**src/rtl/phy_tx_nlane_if.sv**
```systemverilog
// Word-source handshake into the multi-lane PHY transmit path.
// The source drives data_in/valid_in and must hold the word until ready_out is seen high.
interface phy_tx_nlane_if;
  logic [31:0] data_in;
  logic        valid_in;
  logic        ready_out;

  modport master (
    output data_in,
    output valid_in,
    input  ready_out
  );

  modport slave (
    input  data_in,
    input  valid_in,
    output ready_out
  );
endinterface

```
**src/rtl/phy_tx_nlane.sv**
```systemverilog
// Multi-lane PHY transmit path on a single bit-rate clock.
// Words are buffered in a FIFO and striped round-robin across the lanes once per 32-bit frame;
// every lane shifts its word out MSB-first and sends idle fill when it has no data.
module phy_tx_nlane #(
  parameter int unsigned LANES      = 2,
  parameter int unsigned FIFO_DEPTH = 8,
  parameter logic [7:0]  IDLE_BYTE  = 8'hBC,
  localparam int unsigned CntW      = $clog2(FIFO_DEPTH + 1)
) (
  input  logic              clk_32f,
  input  logic              reset,
  phy_tx_nlane_if.slave     wr,
  output logic [LANES-1:0]  data_out,
  output logic [LANES-1:0]  lane_valid,
  output logic              frame_start,
  output logic [CntW-1:0]   fifo_count
);

  // A depth of one still needs a one-bit pointer; the modulo below keeps it at zero.
  localparam int unsigned PtrW     = (FIFO_DEPTH > 1) ? $clog2(FIFO_DEPTH) : 1;
  localparam logic [31:0] IdleWord = {4{IDLE_BYTE}};

  logic [4:0]      bit_cnt_q;
  logic            boundary;
  logic            push;
  logic [CntW-1:0] count_q, count_d;
  logic [CntW-1:0] take;
  logic [PtrW-1:0] rd_ptr_q, rd_ptr_d;
  logic [PtrW-1:0] wr_ptr_q, wr_ptr_d;
  logic [31:0]     mem_q [FIFO_DEPTH];

  // The frame-boundary edge is the one leaving bit 31; loads happen there.
  assign boundary    = (bit_cnt_q == 5'd31);
  assign frame_start = (bit_cnt_q == 5'd0);
  assign fifo_count  = count_q;

  // Ready comes only from the registered count, so a same-cycle pop never raises it.
  assign wr.ready_out = (count_q != CntW'(FIFO_DEPTH));
  assign push         = wr.valid_in && wr.ready_out;

  // Words handed to the lanes this edge: min(count, LANES) on the boundary, else none.
  always_comb begin
    take = '0;
    if (boundary) begin
      take = (count_q < CntW'(LANES)) ? count_q : CntW'(LANES);
    end
  end

  // Next-state for pointers and occupancy; a boundary push is counted but not loaded.
  always_comb begin
    rd_ptr_d = PtrW'((32'(rd_ptr_q) + 32'(take)) % FIFO_DEPTH);
    wr_ptr_d = wr_ptr_q;
    if (push) begin
      wr_ptr_d = PtrW'((32'(wr_ptr_q) + 32'd1) % FIFO_DEPTH);
    end
    count_d = count_q + CntW'(push) - take;
  end

  // Frame counter and FIFO bookkeeping.
  always_ff @(posedge clk_32f) begin
    if (reset) begin
      bit_cnt_q <= 5'd0;
      rd_ptr_q  <= '0;
      wr_ptr_q  <= '0;
      count_q   <= '0;
    end else begin
      bit_cnt_q <= bit_cnt_q + 5'd1;
      rd_ptr_q  <= rd_ptr_d;
      wr_ptr_q  <= wr_ptr_d;
      count_q   <= count_d;
    end
  end

  // FIFO storage; contents need no reset since occupancy gates every read.
  always_ff @(posedge clk_32f) begin
    if (push) begin
      mem_q[wr_ptr_q] <= wr.data_in;
    end
  end

  for (genvar i = 0; i < LANES; i++) begin : g_lane
    logic [31:0]     shreg_q;
    logic            valid_q;
    logic            lane_take;
    logic [PtrW-1:0] rd_idx;

    // Lane i always takes the i-th oldest word, so the round-robin restarts at lane 0 per frame.
    assign rd_idx    = PtrW'((32'(rd_ptr_q) + 32'(i)) % FIFO_DEPTH);
    assign lane_take = (CntW'(i) < take);

    // Load a data or idle word at the boundary, otherwise shift out MSB-first.
    always_ff @(posedge clk_32f) begin
      if (reset) begin
        shreg_q <= IdleWord;
        valid_q <= 1'b0;
      end else if (boundary) begin
        shreg_q <= lane_take ? mem_q[rd_idx] : IdleWord;
        valid_q <= lane_take;
      end else begin
        shreg_q <= {shreg_q[30:0], 1'b0};
      end
    end

    assign data_out[i]   = shreg_q[31];
    assign lane_valid[i] = valid_q;
  end

endmodule

```
**src/flat_wrapper.sv**
```systemverilog
// flat-port wrapper written by rule: the top's interface ports become plain ports
module phy_tx_nlane_flat 
#(
  parameter int unsigned LANES      = 2,
  parameter int unsigned FIFO_DEPTH = 8,
  parameter logic [7:0]  IDLE_BYTE  = 8'hBC,
  localparam int unsigned CntW      = $clog2(FIFO_DEPTH + 1)
)
  (clk_32f, reset, data_out, lane_valid, frame_start, fifo_count, wr_data_in, wr_valid_in, wr_ready_out);
  phy_tx_nlane_if wr_i ();
  input  logic clk_32f;
  input  logic reset;
  output logic [LANES-1:0] data_out;
  output logic [LANES-1:0] lane_valid;
  output logic frame_start;
  output logic [CntW-1:0] fifo_count;
  input wire logic [$bits(wr_i.data_in)-1:0] wr_data_in;
  input wire logic [$bits(wr_i.valid_in)-1:0] wr_valid_in;
  output wire logic [$bits(wr_i.ready_out)-1:0] wr_ready_out;
  assign wr_i.data_in = wr_data_in;
  assign wr_i.valid_in = wr_valid_in;
  assign wr_ready_out = wr_i.ready_out;
  phy_tx_nlane #(.LANES(LANES), .FIFO_DEPTH(FIFO_DEPTH), .IDLE_BYTE(IDLE_BYTE)) u_core (.clk_32f(clk_32f), .reset(reset), .wr(wr_i), .data_out(data_out), .lane_valid(lane_valid), .frame_start(frame_start), .fifo_count(fifo_count));
endmodule
```
**config.mk**
```make
export PLATFORM = sky130hd
export DESIGN_NAME = phy_tx_nlane_flat
export DESIGN_NICKNAME = d
export VERILOG_FILES = /design/src/rtl/phy_tx_nlane_if.sv /design/src/rtl/phy_tx_nlane.sv /design/src/flat_wrapper.sv
export SDC_FILE = /design/constraint.sdc
export NUM_CORES = 1
export LEC_CHECK = 0
export CAP_MARGIN = 15
export CORE_ASPECT_RATIO = 0.75
export CORE_MARGIN = 2
export CORE_UTILIZATION = 49
export CTS_CLUSTER_SIZE = 10
export DETAILED_ROUTE_END_ITERATION = 16
export PLACE_DENSITY = 0.78
export SKIP_CTS_REPAIR_TIMING = 1
export SKIP_LAST_GASP = 1
export SYNTH_ARGS = -nofsm -noshare
export SYNTH_HDL_FRONTEND = slang
export SYNTH_SLANG_ARGS = --single-unit
```
**constraint.sdc**
```tcl
create_clock -name clk_32f -period 9.7 [get_ports clk_32f]
set_input_delay 1.455 -clock clk_32f [delete_from_list [all_inputs] [get_ports clk_32f]]
set_output_delay 1.455 -clock clk_32f [all_outputs]
set_load 0.05 [all_outputs]
```
run_1/port_trees.png
(1.5 px per um)
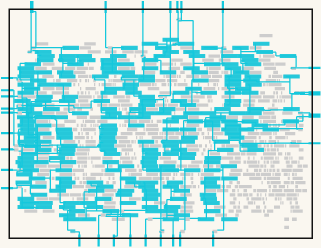
`wr_data_in` -> cyan  # bits 32, direction input, edge 9 bottom, 9 left, 8 top, 6 right, end cells 256, buffers 32, wire 3060 um

run_1/placed.png
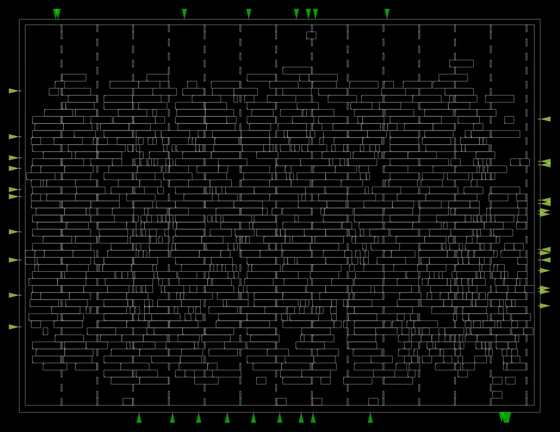
Filler cells: 2221
Seq Cell Count: 337

run_1/m2.png
(2 px per um)
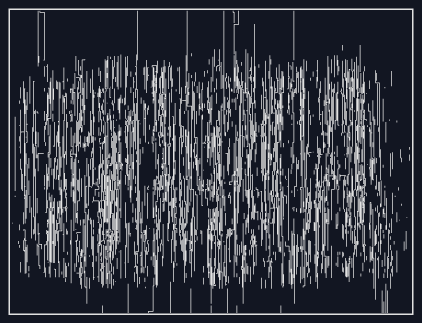
longest straight run = 77.9 um
main direction = vertical
wire length on this layer = 14900 um

==> run 1: power breakdown <==
| group | internal (mW) | total (mW) | switching, mW |
|---|---|---|---|
| Clock | 0.754 | 1.29 | 0.538 |
| Combinational | 0.106 | 0.257 | 0.151 |
| Sequential | 1.63 | 1.67 | 0.0389 |
| Total | 2.49 | 3.21 | 0.728 |
==> run 1: critical path: cells and delay by family, from the launching register on <==
kind                       cells  cell delay [ps]
buffers and inverters          2              840
and+or+nand+nor                1              520
DFF                            1              380
adders and majority gates      1              150
==> run 1: metal layers <==
| metal | share of wire | wire, um | GRT usage |
|---|---|---|---|
| met3 | 0.074 | 2230 | 0.0368 |
| met2 | 0.49 | 14900 | 0.352 |
| met1 | 0.42 | 12700 | 0.284 |
| met5 | 0 | 0 | 0 |
| met4 | 0.016 | 492 | 0.0444 |
==> run 1: per-stage QoR <==
stage                     instances   util  setup WS [ps]
after detailed placement       1211  0.521           5590
after global placement         1211  0.521           5740
after floorplan                 815      -           5080
final                          1281  0.559           5830
after CTS                      1281  0.559           5810
after global routing           1281  0.559           5770
==> run 1: worst min-delay path by stage <==
stage / slack (ps) / from / endpoint / depth (start not counted)
6_report: 410 / u_core.g_lane[1].shreg_q[24]$_SDFF_PP0_ / u_core.g_lane[1].shreg_q[25]$_SDFF_PP0_ / 2
5_1_grt: 440 / u_core.g_lane[1].shreg_q[0]$_SDFF_PP0_ / u_core.g_lane[1].shreg_q[1]$_SDFF_PP0_ / 2
3_3_place_gp: 400 / u_core.g_lane[1].shreg_q[16]$_SDFF_PP0_ / u_core.g_lane[1].shreg_q[17]$_SDFF_PP0_ / 2
2_1_floorplan: 390 / u_core.g_lane[1].shreg_q[13]$_SDFF_PP1_ / u_core.g_lane[1].shreg_q[14]$_SDFF_PP0_ / 2
3_5_place_dp: 400 / u_core.g_lane[1].shreg_q[16]$_SDFF_PP0_ / u_core.g_lane[1].shreg_q[17]$_SDFF_PP0_ / 2
4_1_cts: 420 / u_core.g_lane[1].shreg_q[24]$_SDFF_PP0_ / u_core.g_lane[1].shreg_q[25]$_SDFF_PP0_ / 2
==> run 1: cell families after synthesis <==
group | count (synthesis)
mux | 150
other cells | 1
xor+xnor | 8
simple gates | 162
compound gates | 81
fa+ha+maj | 13
flops | 337
buf+inv | 62
==> run 1: state kept, by name (all words and copies together) (netlist names) <==
| register | flops |
|---|---|
| u_core.g_lane.valid_q | 2 |
| u_core.g_lane.shreg_q | 64 |
| u_core.mem_q | 256 |
| u_core.bit_cnt_q | 5 |
| u_core.fifo_count | 4 |
| u_core.rd_ptr_q | 3 |
| u_core.wr_ptr_q | 3 |
==> run 1: area by class of cell <==
| type | count | area [sq um] | share of cell area |
|---|---|---|---|
| flip-flops and latches | 337 | 9320 | 0.578 |
| clock inverters | 2 | 13.8 | 0.000854 |
| clock buffers | 68 | 1080 | 0.0673 |
| repair buffers | 60 | 561 | 0.0348 |
| multi-input cells | 416 | 4640 | 0.287 |
| inverters | 6 | 22.5 | 0.00140 |
| well taps | 392 | 490 | 0.0304 |
==> tab_implementation.tex, run 1 <==
% Generated from flow reports
\begin{tabular}{lr}
\hline
Metric & Value \\
\hline
\multicolumn{2}{l}{\textbf{Drt}} \\
Routed WL per cell & 23.7 um \\
DRC violation count after routing & 0 \\
Remaining number of nets flagged by the antenna check after routing & 0 \\
Overall routed net length & 30400 um \\
Vias per cell & 6.00 \\
Count of vias placed by the detailed router & 7692 \\
Count of TritonRoute iterations in the first routing pass & 6 \\
Iter 0 DRT Violations & 676 \\
\multicolumn{2}{l}{\textbf{Logic synthesis}} \\
AND-OR/OR-AND share of the synthesized area & 0.0335 \\
Most frequent cells after synthesis & sky130\_fd\_sc\_hd\_\_edfxtp\_1, sky130\_fd\_sc\_hd\_\_mux4\_2, sky130\_fd\_sc\_hd\_\_dfxtp\_1 \\
Syn avg cell area & 17.5 sq um \\
Share of the synthesized area in the top cell type & 0.539 \\
Most common cell in the netlist & sky130\_fd\_sc\_hd\_\_edfxtp\_1 \\
Synth Register Bits & 337 \\
Share of the yosys chip area belonging to registers & 0.653 \\
Adders+Majority by Area & 0.0125 \\
Post-synth ARST share & 0 \\
Largest logic family & multiplexers \\
Post-synthesis mux area share & 0.218 \\
Fraction of the mapped netlist area in simple logic gates & 0.0513 \\
Main area contributors & sky130\_fd\_sc\_hd\_\_edfxtp\_1, sky130\_fd\_sc\_hd\_\_mux4\_2, sky130\_fd\_sc\_hd\_\_dfxtp\_1 \\
Post-synth tally of flip-flops with integrated enable & roughly 260 \\
Unique cell type count in the Yosys netlist & 38 \\
Most used flip-flop cell & sky130\_fd\_sc\_hd\_\_edfxtp\_1 \\
Area of the synthesized netlist per yosys stat & 14300 sq um \\
Area leader, netlist & sky130\_fd\_sc\_hd\_\_edfxtp\_1 \\
Synth Instances & about 800 \\
Xor/xnor share of the synthesized area & 0.00491 \\
Total cells reported by yosys after synthesis & 814 \\
Yosys Warn Count & 0 \\
Cell area after synthesis & roughly 14000 sq um \\
\multicolumn{2}{l}{\textbf{CTS}} \\
Clk Latency, worst-skew pair & roughly 520 ps \\
TritonCTS clock tree & done \\
H-tree levels & 2 \\
Num CTS Buffers & 39 \\
Buffer type at the clock tree root & sky130\_fd\_sc\_hd\_\_clkbuf\_16 \\
Clock input transition at the sequential cells of the worst setup and hold paths & 60 ps \\
Maximum clock path buffer count & 3 \\
Clock tree sinks & 337 \\
\multicolumn{2}{l}{\textbf{Timing}} \\
Highest Clock Rate & 259 MHz \\
Endpoints failing setup & 0 \\
Transition time at the pin with the least slew margin & 1090 ps \\
Final Cycle Share & 0.398 \\
Setup repair after global routing missed its margin & no \\
Final Hold Viols & 0 \\
Clock period minus worst slack & 3870 ps \\
Worst-case headroom to the max-slew limit & 0.274 \\
Number of max-slew violations in the final report & 0 \\
Hold Worst Slack & 410 ps \\
Sum Neg Setup Slack & 0 ps \\
Clock tree skew after final layout & 17.0 ps \\
\multicolumn{2}{l}{\textbf{Setup path}} \\
Crit path capture type & output port \\
Crit path required time & between 8000 and 9000 ps \\
Sort of element at the start of the critical path & flop \\
Cell with the largest stage delay on the worst path & sky130\_fd\_sc\_hd\_\_clkdlybuf4s50\_1 \\
Critical path origin & u\_core.fifo\_count[2]\$\_SDFF\_PP0\_ \\
Endpoint of the worst register-to-register path & u\_core.g\_lane[1].shreg\_q[0]\$\_SDFF\_PP0\_ \\
Setup crit end & wr\_ready\_out \\
Setup slack on the worst flop-to-flop path & approximately 6600 ps \\
Reg2Reg Depth & 5 \\
Setup CP Type & flop to output port \\
Sequence of cells on the critical path & inv\_1, ha\_1, or3b\_2, clkdlybuf4s50\_1 \\
Maximum fanout count along the critical path & 7 \\
Critical path data arrival time & 2410 ps \\
Maximum single-stage delay on the critical path & 730 ps \\
Source of the worst register-to-register timing path & u\_core.rd\_ptr\_q[0]\$\_SDFF\_PP0\_ \\
\multicolumn{2}{l}{\textbf{Power and ir drop}} \\
Total power consumption of the routed design & 3.21 mW \\
Total power divided by cell area & 199 nW/um\^{}2 \\
Peak supply drop & 164 uV \\
Leak Pwr & 5.08 nW \\
\multicolumn{2}{l}{\textbf{Placed design}} \\
IO buf count & around 44 \\
Last weighted congestion value of the routability-driven placer & 0.766 \\
Post-DP HPWL & 17100 um \\
Cell area after placement & about 15000 sq um \\
\multicolumn{2}{l}{\textbf{Run}} \\
Max\_cap viols & 0 \\
Number of OpenROAD warnings & 28 \\
\multicolumn{2}{l}{\textbf{Floorplanning}} \\
Die Outline Area & 30500 sq um \\
Std-Cell Rows & 54 \\
Height of the chip & approximately 150 um \\
Core area & about 29000 sq um \\
Die extent in x & around 200 um \\
Boundary pin count & 45 \\
Initial cell density of the core & 0.494 \\
\multicolumn{2}{l}{\textbf{Cells and area}} \\
Total number of nets in the final design & 908 \\
Most frequent logic cell in the layout & sky130\_fd\_sc\_hd\_\_edfxtp\_1 \\
Synthesis-to-layout area growth & 13.1\% \\
Final design area excluding fillers & 16100 sq um \\
Fraction of layout instances using a drive strength above 1 & 0.229 \\
Count of inserted antenna diode cells & 0 \\
Most frequent cells in the layout & sky130\_fd\_sc\_hd\_\_edfxtp\_1, sky130\_fd\_sc\_hd\_\_mux4\_2, sky130\_fd\_sc\_hd\_\_dfxtp\_1 \\
\multicolumn{2}{l}{\textbf{Global route}} \\
Vias in the first global route & 7963 \\
Overall overflow remaining after global route & 0 \\
Maximum number of pins on one net before global-route repair & 66 \\
Wire length of the first global-routing pass & $\sim$47000 um \\
Number of antenna violations at the first check in global routing & 0 \\
Gr usage total & 0.207 \\
\multicolumn{2}{l}{\textbf{Worst hold path}} \\
Worst hold path class & flop to flop \\
\multicolumn{2}{l}{\textbf{Status}} \\
Outcome & finished, final reports clean \\
\hline
\end{tabular}
--- run 2 (diff from run 1) ---
- clock period: 9.7 -> 3.6 ns (I/O delays scaled with it)
run_2/m2.png
(2 px per um)
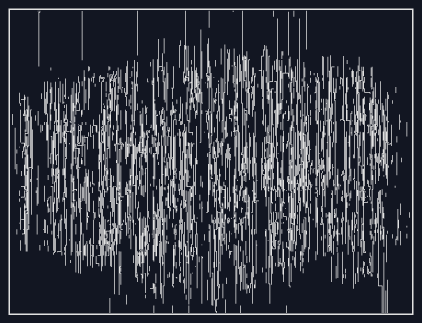
nets with wire on the layer = 796
main direction = vertical

==> tab_implementation.tex, run 2 <==
% Generated from flow reports
\begin{tabular}{lr}
\hline
Metric & Value \\
\hline
\multicolumn{2}{l}{\textbf{Worst hold path}} \\
Worst hold path class & flop to flop \\
Cell count of the worst hold path & 2 \\
\multicolumn{2}{l}{\textbf{Timing}} \\
Final Cycle Share & 0.818 \\
Number of max-slew violations in the final report & 0 \\
Final Hold Viols & 0 \\
Clock tree skew after final layout & about 12 ps \\
Worst setup slack after layout & 655 ps \\
Transition time at the pin with the least slew margin & 1150 ps \\
Setup repair after global routing missed its margin & no \\
Highest Clock Rate & 340 MHz \\
Hold Worst Slack & around 420 ps \\
Clock period minus worst slack & 2940 ps \\
Endpoints failing setup & 0 \\
Worst-case headroom to the max-slew limit & 0.232 \\
\multicolumn{2}{l}{\textbf{CTS}} \\
H-tree levels & 2 \\
TritonCTS clock tree & done \\
Clk Latency, worst-skew pair & about 530 ps \\
Clock tree sinks & $\sim$340 \\
Buffer type at the clock tree root & sky130\_fd\_sc\_hd\_\_clkbuf\_16 \\
Num CTS Buffers & 39 \\
Clock input transition at the sequential cells of the worst setup and hold paths & 60 ps \\
Maximum clock path buffer count & 3 \\
\multicolumn{2}{l}{\textbf{Power and ir drop}} \\
Total power divided by cell area & approximately 540 nW/um\^{}2 \\
Part of the power in registers & 0.512 \\
Peak supply drop & 432 uV \\
Cell internal power dissipation & 6.81 mW \\
Leak Pwr & just over 5 nW \\
Total power consumption of the routed design & 8.78 mW \\
Clock network power share & 0.408 \\
Combinational share of power & 0.080 \\
Net Sw Power & 1.96 mW \\
Net switching share of the total power & 0.224 \\
\multicolumn{2}{l}{\textbf{Floorplanning}} \\
Boundary pin count & 45 \\
Initial cell density of the core & 0.494 \\
Height of the chip & roughly 150 um \\
Std-Cell Rows & 54 \\
Die extent in x & 201 um \\
Core area & 28900 sq um \\
Die Outline Area & 30500 sq um \\
\multicolumn{2}{l}{\textbf{Setup path}} \\
Kind of cell adding the most delay to the critical path & buffers and inverters \\
Crit path required time & 3060 ps \\
Number of stages on the worst setup path & 4 \\
Maximum single-stage delay on the critical path & roughly 740 ps \\
Reg2Reg Depth & 6 \\
Maximum fanout count along the critical path & 7 \\
Setup CP Type & flop to output port \\
Sequence of cells on the critical path & inv\_1, ha\_1, or3b\_2, clkdlybuf4s50\_1 \\
Buf/Inv on CP & 2 \\
Critical path data arrival time & 2400 ps \\
Sort of element at the start of the critical path & flop \\
Crit path capture type & output port \\
Cell with the largest stage delay on the worst path & sky130\_fd\_sc\_hd\_\_clkdlybuf4s50\_1 \\
\multicolumn{2}{l}{\textbf{Run}} \\
Max\_cap viols & 0 \\
Number of OpenROAD warnings & 31 \\
\multicolumn{2}{l}{\textbf{Cells and area}} \\
Largest Register & u\_core.mem\_q \\
Fraction of layout instances using a drive strength above 1 & 0.238 \\
Synthesis-to-layout area growth & 14.2\% \\
Most frequent cells in the layout & sky130\_fd\_sc\_hd\_\_edfxtp\_1, sky130\_fd\_sc\_hd\_\_mux4\_2, sky130\_fd\_sc\_hd\_\_dfxtp\_1 \\
Max reg flops & 256 \\
Filler cells & 2190 \\
Post-Layout Cell Count & approximately 1.3k \\
Count of inserted antenna diode cells & 0 \\
Most frequent logic cell in the layout & sky130\_fd\_sc\_hd\_\_edfxtp\_1 \\
Total number of nets in the final design & 917 \\
End-of-flow core utilization & 0.565 \\
Registers with the most flip-flops & u\_core.mem\_q: 256 flops, u\_core.g\_lane.shreg\_q: 64 flops, u\_core.bit\_cnt\_q: 5 flops \\
\multicolumn{2}{l}{\textbf{Drt}} \\
Routed WL per cell & 24.2 um \\
Vias per cell & 6.02 \\
Iter 0 DRT Violations & 710 \\
Remaining number of nets flagged by the antenna check after routing & 0 \\
Count of TritonRoute iterations in the first routing pass & 5 \\
DRC violation count after routing & 0 \\
Overall routed net length & 31200 um \\
Count of vias placed by the detailed router & 7769 \\
\multicolumn{2}{l}{\textbf{Logic synthesis}} \\
Share of the yosys chip area belonging to registers & 0.653 \\
Area of the synthesized netlist per yosys stat & 14300 sq um \\
Share of the synthesized area in the top cell type & 0.539 \\
Syn avg cell area & around 18 sq um \\
Unique cell type count in the Yosys netlist & 38 \\
Most used flip-flop cell & sky130\_fd\_sc\_hd\_\_edfxtp\_1 \\
Synth Instances & 814 \\
Cell area after synthesis & 14300 sq um \\
Most frequent cells after synthesis & sky130\_fd\_sc\_hd\_\_edfxtp\_1, sky130\_fd\_sc\_hd\_\_mux4\_2, sky130\_fd\_sc\_hd\_\_dfxtp\_1 \\
Synth Register Bits & 337 \\
Post-synth ARST share & 0 \\
Yosys Warn Count & 0 \\
Total cells reported by yosys after synthesis & 814 \\
Area leader, netlist & sky130\_fd\_sc\_hd\_\_edfxtp\_1 \\
Post-synth tally of flip-flops with integrated enable & 256 \\
Most common cell in the netlist & sky130\_fd\_sc\_hd\_\_edfxtp\_1 \\
Main area contributors & sky130\_fd\_sc\_hd\_\_edfxtp\_1, sky130\_fd\_sc\_hd\_\_mux4\_2, sky130\_fd\_sc\_hd\_\_dfxtp\_1 \\
\multicolumn{2}{l}{\textbf{Placed design}} \\
Post-DP HPWL & roughly 18000 um \\
IO buf count & between 40 and 50 \\
Number of instances in the placed design & $\sim$1.2k \\
Pre-CTS setup slack & roughly 810 ps \\
Last weighted congestion value of the routability-driven placer & 0.764 \\
\multicolumn{2}{l}{\textbf{Global route}} \\
Maximum number of pins on one net before global-route repair & 111 \\
Vias in the first global route & 8205 \\
Gr usage total & 0.213 \\
Wire length of the first global-routing pass & 48500 um \\
Overall overflow remaining after global route & 0 \\
Number of antenna violations at the first check in global routing & 0 \\
\multicolumn{2}{l}{\textbf{Status}} \\
Outcome & finished, final reports clean \\
\hline
\end{tabular}
-- run 2: path summary, 6_finish.rpt --
check                                                               end  slack [ps]                              startpoint
worst max-delay path                                       wr_ready_out         660         u_core.fifo_count[2]$_SDFF_PP0_
worst min-delay path             u_core.g_lane[1].shreg_q[1]$_SDFF_PP0_         420  u_core.g_lane[1].shreg_q[0]$_SDFF_PP0_
worst max register to register  u_core.g_lane[1].shreg_q[26]$_SDFF_PP1_         820         u_core.fifo_count[2]$_SDFF_PP0_
worst min register to register   u_core.g_lane[1].shreg_q[1]$_SDFF_PP0_         420  u_core.g_lane[1].shreg_q[0]$_SDFF_PP0_
-- run 2: area by class of cell --
type,instances,area [sq um],share of cell area
timing repair buffer,69,666,0.0409
sequential,337,9320,0.572
multi-input combinational,416,4650,0.285
clock buffer,70,1140,0.0703
tap,392,490,0.0301
inverter,6,22.5,0.00138
-- run 2: worst min-delay path: stages, from the launching register on --
cell                      delay, ps
sky130_fd_sc_hd__dfxtp_1        310
sky130_fd_sc_hd__nand2_1         40
sky130_fd_sc_hd__nand2_1         40
-- run 2: per-stage QoR --
step                      area, sq um  setup TNS (ps)
after floorplan                 14300          -11140
final                           16300               0
after detailed placement        15100               0
after global routing            16300               0
after CTS                       16300               0
after global placement          15100               0
-- run 2: kinds of logic (layout without fill, tap and decap cells) --
logic type | after synthesis | count (layout) | share of synthesized area
flip-flops | 337 | 337 | 0.653
AND/OR/NAND/NOR | 162 | 162 | 0.0513
multiplexers | 150 | 150 | 0.218
AND-OR/OR-AND | 81 | 81 | 0.0335
buffers and inverters | 62 | 145 | 0.0272
adder cells (fa/ha/maj) | 13 | 13 | 0.0125
XOR/XNOR | 8 | 8 | 0.00491
other | 1 | 2 | 0.000263
-- run 2: power by group through the flow --
stage / clock network, mW / registers [mW] / logic (mW)
3_3_place_gp: 0 / 4.55 / 0.683
4_1_cts: 3.64 / 4.49 / 0.705
5_1_grt: 3.82 / 4.51 / 0.758
3_5_place_dp: 0 / 4.56 / 0.698
6_report: 3.59 / 4.49 / 0.699
2_1_floorplan: 0 / 4.58 / 0.387
-- run 2: layer usage --
metal  vias to the layer above  share of wire  wire (um)  global-route usage
met5                         -              0          0                   0
met4                         0          0.016        510              0.0604
met3                        41          0.075       2350              0.0406
met2                       334           0.48      14900               0.343
met1                      4042           0.43      13400               0.301
li1                       3352              -          -                   -
--- run 3 (diff from run 2) ---
- clock period: 3.6 -> 2.8 ns (I/O delays scaled with it)
run_3/pinout.png
(2 px per um) Pins as bars across the die edge, other pins in grey.
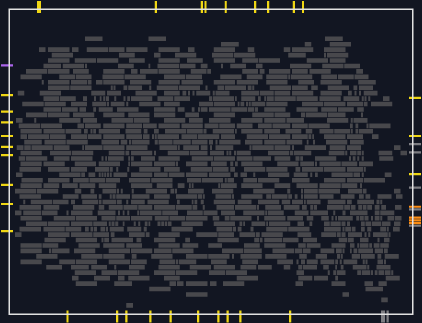
`clk_32f` -> purple  # pins 1, direction input, edge left
`fifo_count` -> orange  # pins 4, direction output, edge right
`wr_data_in` -> yellow  # pins 32, direction input, edge 10 bottom, 10 top, 9 left, 3 right

==> tab_implementation.tex, run 3 <==
% Generated from flow reports
\begin{tabular}{lr}
\hline
Metric & Value \\
\hline
\multicolumn{2}{l}{\textbf{Drt}} \\
Remaining number of nets flagged by the antenna check after routing & 0 \\
Vias per cell & 5.98 \\
DRC violation count after routing & 0 \\
Count of vias placed by the detailed router & approximately 7.7k \\
Routed WL per cell & approximately 23 um \\
\multicolumn{2}{l}{\textbf{Run}} \\
Max\_cap viols & 0 \\
\multicolumn{2}{l}{\textbf{Setup path}} \\
Sequence of cells on the critical path & inv\_1, ha\_1, nor4b\_1, clkdlybuf4s50\_1 \\
Cell with the largest stage delay on the worst path & sky130\_fd\_sc\_hd\_\_clkdlybuf4s50\_1 \\
Setup CP Type & flop to output port \\
Maximum fanout count along the critical path & 4 \\
Critical path data arrival time & 2160 ps \\
Crit path capture type & output port \\
Crit path required time & 2380 ps \\
\multicolumn{2}{l}{\textbf{Timing}} \\
Sum Neg Setup Slack & 0 ps \\
Setup repair after global routing missed its margin & no \\
Worst setup slack after layout & 221 ps \\
Transition time at the pin with the least slew margin & between 800 and 900 ps \\
Number of max-slew violations in the final report & 0 \\
Worst-case headroom to the max-slew limit & 0.408 \\
Endpoints failing setup & 0 \\
Final Cycle Share & 0.921 \\
Clock tree skew after final layout & 10.8 ps \\
Hold Worst Slack & 429 ps \\
Clock period minus worst slack & 2580 ps \\
Final Hold Viols & 0 \\
\multicolumn{2}{l}{\textbf{Power and ir drop}} \\
Total power consumption of the routed design & 11.2 mW \\
Leak Pwr & 5.17 nW \\
Peak supply drop & between 500 and 600 uV \\
\multicolumn{2}{l}{\textbf{Global route}} \\
Number of antenna violations at the first check in global routing & 0 \\
Vias in the first global route & 7964 \\
Wire length of the first global-routing pass & 46800 um \\
Overall overflow remaining after global route & 0 \\
Maximum number of pins on one net before global-route repair & 111 \\
Gr usage total & 0.203 \\
\multicolumn{2}{l}{\textbf{Logic synthesis}} \\
Synth Register Bits & 337 \\
Post-synth ARST share & 0 \\
Most used flip-flop cell & sky130\_fd\_sc\_hd\_\_edfxtp\_1 \\
Unique cell type count in the Yosys netlist & 38 \\
Syn avg cell area & 17.5 sq um \\
Most frequent cells after synthesis & sky130\_fd\_sc\_hd\_\_edfxtp\_1, sky130\_fd\_sc\_hd\_\_mux4\_2, sky130\_fd\_sc\_hd\_\_dfxtp\_1 \\
Main area contributors & sky130\_fd\_sc\_hd\_\_edfxtp\_1, sky130\_fd\_sc\_hd\_\_mux4\_2, sky130\_fd\_sc\_hd\_\_dfxtp\_1 \\
Share of the yosys chip area belonging to registers & 0.653 \\
Total cells reported by yosys after synthesis & 814 \\
\multicolumn{2}{l}{\textbf{Floorplanning}} \\
Height of the chip & approximately 150 um \\
Initial cell density of the core & 0.494 \\
Std-Cell Rows & 54 \\
Die extent in x & about 200 um \\
\multicolumn{2}{l}{\textbf{Cells and area}} \\
Max reg flops & 256 \\
Registers with the most flip-flops & u\_core.mem\_q: 256 flops, u\_core.g\_lane.shreg\_q: 64 flops, u\_core.bit\_cnt\_q: 5 flops \\
End-of-flow core utilization & 0.568 \\
Filler cells & 2170 \\
Fraction of layout instances using a drive strength above 1 & 0.243 \\
Final design area excluding fillers & 16400 sq um \\
Most frequent logic cell in the layout & sky130\_fd\_sc\_hd\_\_edfxtp\_1 \\
Post-Layout Cell Count & roughly 1.3k \\
\multicolumn{2}{l}{\textbf{CTS}} \\
TritonCTS clock tree & done \\
Clock tree sinks & 337 \\
H-tree levels & 2 \\
Clock input transition at the sequential cells of the worst setup and hold paths & approximately 50 ps \\
Clk Latency, worst-skew pair & 520 ps \\
\multicolumn{2}{l}{\textbf{Status}} \\
Outcome & finished, final reports clean \\
\multicolumn{2}{l}{\textbf{Placed design}} \\
Post-DP HPWL & 17100 um \\
Cell area after placement & 15300 sq um \\
IO buf count & 44 \\
Pre-CTS setup slack & approximately 380 ps \\
\hline
\end{tabular}
-- run 3: cell counts after synthesis --
Identical to the previous run, type by type.
-- run 3: final timing paths --
path / cells after the start / to / start / slack (ps)
worst max-delay path: 4 / frame_start / u_core.bit_cnt_q[0]$_SDFF_PP0_ / 220
worst min-delay path: 2 / u_core.g_lane[1].shreg_q[25]$_SDFF_PP0_ / u_core.g_lane[1].shreg_q[24]$_SDFF_PP0_ / 430
worst max register to register: 9 / u_core.rd_ptr_q[2]$_SDFF_PP0_ / u_core.bit_cnt_q[0]$_SDFF_PP0_ / 340
worst min register to register: 2 / u_core.g_lane[1].shreg_q[25]$_SDFF_PP0_ / u_core.g_lane[1].shreg_q[24]$_SDFF_PP0_ / 430
-- run 3: cell type report --
cell class,count,area [sq um],area share
multi-input combinational,416,4650,0.284
inverter,6,22.5,0.00137
tap,392,490,0.0299
sequential,337,9330,0.569
timing repair buffer,69,781,0.0476
clock buffer,66,1100,0.0670
clock inverter,2,25.0,0.00153
-- run 3: cell families after synthesis --
logic type                 Yosys count  synth area share
xor gates and xnor gates             8           0.00491
muxes                              150             0.218
DFF                                337             0.653
other                                1          0.000263
AOI/OAI and AO/OA                   81            0.0335
adders and majority gates           13            0.0125
and+or+nand+nor                    162            0.0513
buffers and inverters               62            0.0272
-- run 3: layer usage --
metal | up-vias | track usage | wire, um
met1 | 3988 | 0.281 | 12600
met2 | 326 | 0.342 | 14700
met4 | 0 | 0.0489 | 469
li1 | 3341 | - | -
met3 | 42 | 0.0364 | 2180
met5 | - | 0 | 0
-- run 3: power by group --
part           total (mW)  leakage [nW]  internal, mW  switching [mW]
logic               0.918          1.64         0.398           0.520
clock network        4.51         0.535          2.66            1.85
registers            5.77          3.00          5.64           0.128
total                11.2          5.17          8.70            2.50
-- run 3: worst reg2reg max path, stage by stage (launching register included) --
cell,delay (ps)
sky130_fd_sc_hd__dfxtp_1,330
sky130_fd_sc_hd__ha_1,230
sky130_fd_sc_hd__and3_1,150
sky130_fd_sc_hd__ha_1,270
sky130_fd_sc_hd__and3b_1,280
sky130_fd_sc_hd__and3_1,220
sky130_fd_sc_hd__fa_1,400
sky130_fd_sc_hd__xor2_1,180
sky130_fd_sc_hd__and3_1,200
sky130_fd_sc_hd__nor3_1,120
No activity file was given, so power comes from the tool's default toggle rates.
